`src/rtl/regfile_pkg.sv`:
```
// Shared constants and types for the register file with pending-write scoreboard.
package regfile_pkg;
  localparam int RF_WIDTH = 32;
  localparam int RF_DEPTH = 64;
  localparam int ZERO_REG = 0;

  typedef logic [$clog2(RF_DEPTH)-1:0] reg_addr_t;
  typedef logic [RF_WIDTH-1:0]         reg_word_t;
endpackage

```
`src/rtl/regfile_scoreboard.sv`:
```
// Pending-write scoreboard: one bit per register, issue-over-clear priority,
// registered pending count and combinational busy lookup for both read ports.
// REGFILE_BYPASS_EN: a same-cycle writeback hides busy on a matching read port.
module regfile_scoreboard
  import regfile_pkg::*;
#(
  parameter  int DEPTH  = RF_DEPTH,
  localparam int ADDR_W = $clog2(DEPTH)
) (
  input  logic              clock,
  input  logic              reset,
  input  logic [ADDR_W-1:0] issue_reg,
  input  logic              issue_valid,
  input  logic [ADDR_W-1:0] wb_reg,
  input  logic              wb_en,
  input  logic [ADDR_W-1:0] rd1,
  input  logic [ADDR_W-1:0] rd2,
  output logic              busy1,
  output logic              busy2,
  output logic [ADDR_W:0]   pend_count
);

  logic [DEPTH-1:0] pending, set_v, clr_v;
  logic             inc, dec;
  logic             do_issue, do_wb;

  assign do_issue = issue_valid && (issue_reg != ADDR_W'(ZERO_REG));
  assign do_wb    = wb_en && (wb_reg != ADDR_W'(ZERO_REG));

  // One-hot set/clear masks; count deltas only on real 0->1 / 1->0 transitions.
  always_comb begin
    set_v = '0;
    clr_v = '0;
    if (do_issue) set_v[issue_reg] = 1'b1;
    if (do_wb)    clr_v[wb_reg]    = 1'b1;
    inc = |(set_v & ~pending);
    dec = |(clr_v & pending & ~set_v);
  end

  // Pending bits and population count; issue overrides a same-register clear.
  always_ff @(posedge clock or posedge reset) begin
    if (reset) begin
      pending    <= '0;
      pend_count <= '0;
    end else begin
      pending    <= (pending & ~clr_v) | set_v;
      pend_count <= pend_count + (ADDR_W+1)'(inc) - (ADDR_W+1)'(dec);
    end
  end

  // Busy lookup; pending[0] can never be set so address 0 reads idle.
  always_comb begin
`ifdef REGFILE_BYPASS_EN
    busy1 = pending[rd1] & ~(do_wb && rd1 == wb_reg && !(do_issue && issue_reg == wb_reg));
    busy2 = pending[rd2] & ~(do_wb && rd2 == wb_reg && !(do_issue && issue_reg == wb_reg));
`else
    busy1 = pending[rd1];
    busy2 = pending[rd2];
`endif
  end

endmodule

```
`src/rtl/regfile_sb.sv`:
```
// 2-read/1-write register file with integrated pending-write scoreboard.
// Register 0 reads as zero and ignores writes.
// REGFILE_BYPASS_EN: write-through of WriteData to matching read ports.
module regfile_sb
  import regfile_pkg::*;
#(
  parameter  int WIDTH  = RF_WIDTH,
  parameter  int DEPTH  = RF_DEPTH,
  localparam int ADDR_W = $clog2(DEPTH)
) (
  input  logic              clock,
  input  logic              reset,
  input  logic [ADDR_W-1:0] Read1,
  input  logic [ADDR_W-1:0] Read2,
  output logic [WIDTH-1:0]  Data1,
  output logic [WIDTH-1:0]  Data2,
  input  logic [ADDR_W-1:0] WriteReg,
  input  logic [WIDTH-1:0]  WriteData,
  input  logic              RegWrite,
  input  logic [ADDR_W-1:0] IssueReg,
  input  logic              IssueValid,
  output logic              Busy1,
  output logic              Busy2,
  output logic              Stall,
  output logic [ADDR_W:0]   PendCount
);

  logic [WIDTH-1:0] mem [DEPTH];
  logic             wr_en;

  assign wr_en = RegWrite && (WriteReg != ADDR_W'(ZERO_REG));

  // Storage; entry 0 is never written so it stays zero after reset.
  always_ff @(posedge clock or posedge reset) begin
    if (reset) begin
      for (int i = 0; i < DEPTH; i++) mem[i] <= '0;
    end else if (wr_en) begin
      mem[WriteReg] <= WriteData;
    end
  end

  // Combinational read muxes with hardwired zero and optional write-through.
  always_comb begin
    Data1 = (Read1 == ADDR_W'(ZERO_REG)) ? '0 : mem[Read1];
    Data2 = (Read2 == ADDR_W'(ZERO_REG)) ? '0 : mem[Read2];
`ifdef REGFILE_BYPASS_EN
    if (wr_en && Read1 == WriteReg) Data1 = WriteData;
    if (wr_en && Read2 == WriteReg) Data2 = WriteData;
`endif
  end

  regfile_scoreboard #(.DEPTH(DEPTH)) u_sb (
    .clock      (clock),
    .reset      (reset),
    .issue_reg  (IssueReg),
    .issue_valid(IssueValid),
    .wb_reg     (WriteReg),
    .wb_en      (RegWrite),
    .rd1        (Read1),
    .rd2        (Read2),
    .busy1      (Busy1),
    .busy2      (Busy2),
    .pend_count (PendCount)
  );

  assign Stall = Busy1 | Busy2;

endmodule

```
`config.mk`:
```
export PLATFORM = sky130hd
export DESIGN_NAME = regfile_sb
export DESIGN_NICKNAME = d
export VERILOG_FILES = /design/src/rtl/regfile_pkg.sv /design/src/rtl/regfile_scoreboard.sv /design/src/rtl/regfile_sb.sv
export SDC_FILE = /design/constraint.sdc
export NUM_CORES = 2
export LEC_CHECK = 0
export CAP_MARGIN = 40
export CORE_MARGIN = 4
export CORE_UTILIZATION = 50
export CTS_CLUSTER_DIAMETER = 60
export DETAILED_ROUTE_END_ITERATION = 12
export HOLD_SLACK_MARGIN = 0.02
export PLACE_DENSITY = 0.68
export SLEW_MARGIN = 0
export SYNTH_ARGS = -nofsm -noshare
export SYNTH_HDL_FRONTEND = slang
export SYNTH_SLANG_ARGS = --single-unit
```
`constraint.sdc`:
```
create_clock -name clock -period 166.1 [get_ports clock]
set_input_delay 16.61 -clock clock [delete_from_list [all_inputs] [get_ports clock]]
set_output_delay 16.61 -clock clock [all_outputs]
set_load 0.01 [all_outputs]
```
Fig. 1: routing congestion map
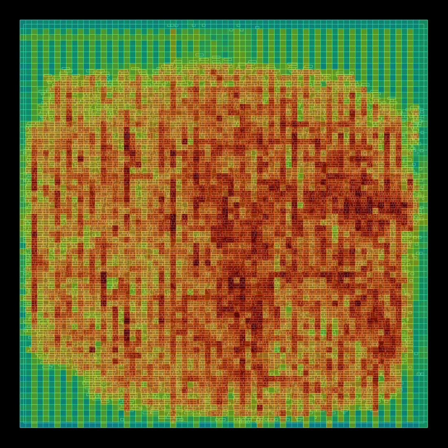
met1 Use GR: 47.8%
global-route met3 utilization: 11.0%

Fig. 2: cells coloured by class
Bar = 100 microns.
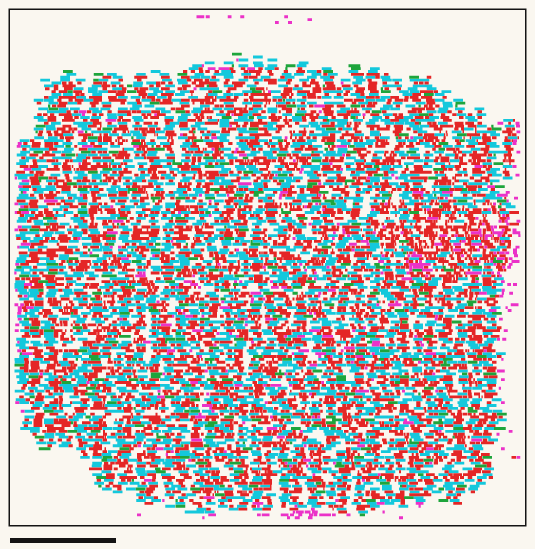
- other buffers and delay cells: magenta (cells 441)
- clock drivers and dummy loads: green (cells 406)
- flops: cyan (cells 2119)
- combinational and other logic: red (cells 4852)
flop share of the area: 41.7%
Core Area: 227000 sq um
num rows: 175
Core Util, Final: 55.9%

-- state kept, by name (all words and copies together) (netlist names) --
register         cells
u_sb.pending        64
mem               2048
u_sb.pend_count      7
-- per-stage QoR --
| stage | cells | power (uW) | utilization [%] |
|---|---|---|---|
| after floorplan | 7867 | 822 | - |
| after global placement | 10322 | 879 | 51.6 |
| after detailed placement | 10420 | 897 | 52.6 |
| after CTS | 10826 | 1400 | 55.8 |
| after global routing | 10839 | 1450 | 55.9 |
| final | 10854 | 1400 | 55.9 |
-- kinds of logic after synthesis --
group                    after synthesis  synth area share (%)
multiplexers                        3455                  42.9
AND/OR/NAND/NOR                      564                  2.26
adder cells (fa/ha/maj)                8                0.0940
buffers and inverters                918                  3.79
flip-flops                          2119                  46.3
AND-OR/OR-AND                        797                  4.60
XOR/XNOR                               6                0.0459
-- how the worst max path moves through the flow --
stage,startpoint,end,slack (ns),depth (start not counted)
global placement,Read1[0],Stall,125.93,13
global route,Read1[0],Stall,126.08,15
finish,Read1[0],Stall,126.52,15
CTS,Read1[0],Stall,126.43,15
detailed placement,Read1[0],Stall,126.45,15
floorplan,reset,mem[0],89.63,1
-- critical path, stage by stage --
cell and delay [ns]:
buf_8 0.58, buf_4 0.67, buf_4 0.34, buf_16 0.30
buf_4 0.53, buf_4 0.71, buf_4 0.64, mux4_2 0.58
mux2_2 0.30, a221oi_1 0.28, nor2b_1 0.10, o21ai_1 0.23
buf_4 0.26, o211ai_1 0.11, clkdlybuf4s50_1 0.52
-- where the power goes --
group	switching, uW	internal [uW]	total, uW
clock network	215	295	511
logic	113	140	253
registers	53.0	586	639
total	382	1020	1400
==> ci_impl_report.md <==
## Implementation flow summary

| Metric | Value |
|---|---|
| R2R setup slack | 162.37 ns |
| Die Size | 237000 sq um |
| Nets | 7703 |
| Overflow after GRT | 0 |
| Fillers | 17772 |
| Post-CTS sizing | 0 |
| Mapped Area | 114000 sq um |
| Tot GR Track Use | 35.3% |
| Most used flip-flop cell | dfrtp_1 |
| Routed wire length on met3 | 53.1 mm |
| CP Class | input port to primary output |
| Largest net degree at the start of global routing | 179 |
| Final slew viol count | 0 |
| Multi-Input Combinational | 4830 |
| Max FO, Critical Path | 68 |
| Setup TNS | 0 ns |
| Cells after Synth | 7867 |
| Tool Warnings | 59 |
| Ys cells | 7867 |
| YS chip area | 114000 sq um |
| CTS root buf | clkbuf_16 |
| # diodes | 27 |
| Routed WL | 419 mm |
| Global-route wire length before repair | 596 mm |
| Hold_buf cts | 0 |
| Status | completed |
| Most frequent cells in the layout | 2119 x dfrtp_1, 2041 x mux2_2, 954 x mux4_2 |
| Final setup margin | 126.52 ns |
| Met2 Routed Length | 179 mm |
| Vias in the first global route | 79302 |
| RSZ-0062 raised after global routing | no |
| CTS H-tree depth | 4 |
| Number of enable flip-flop cells | 0 |
| Iteration-0 DRC Markers | 10250 |
No activity file was given, so power comes from the tool's default toggle rates.
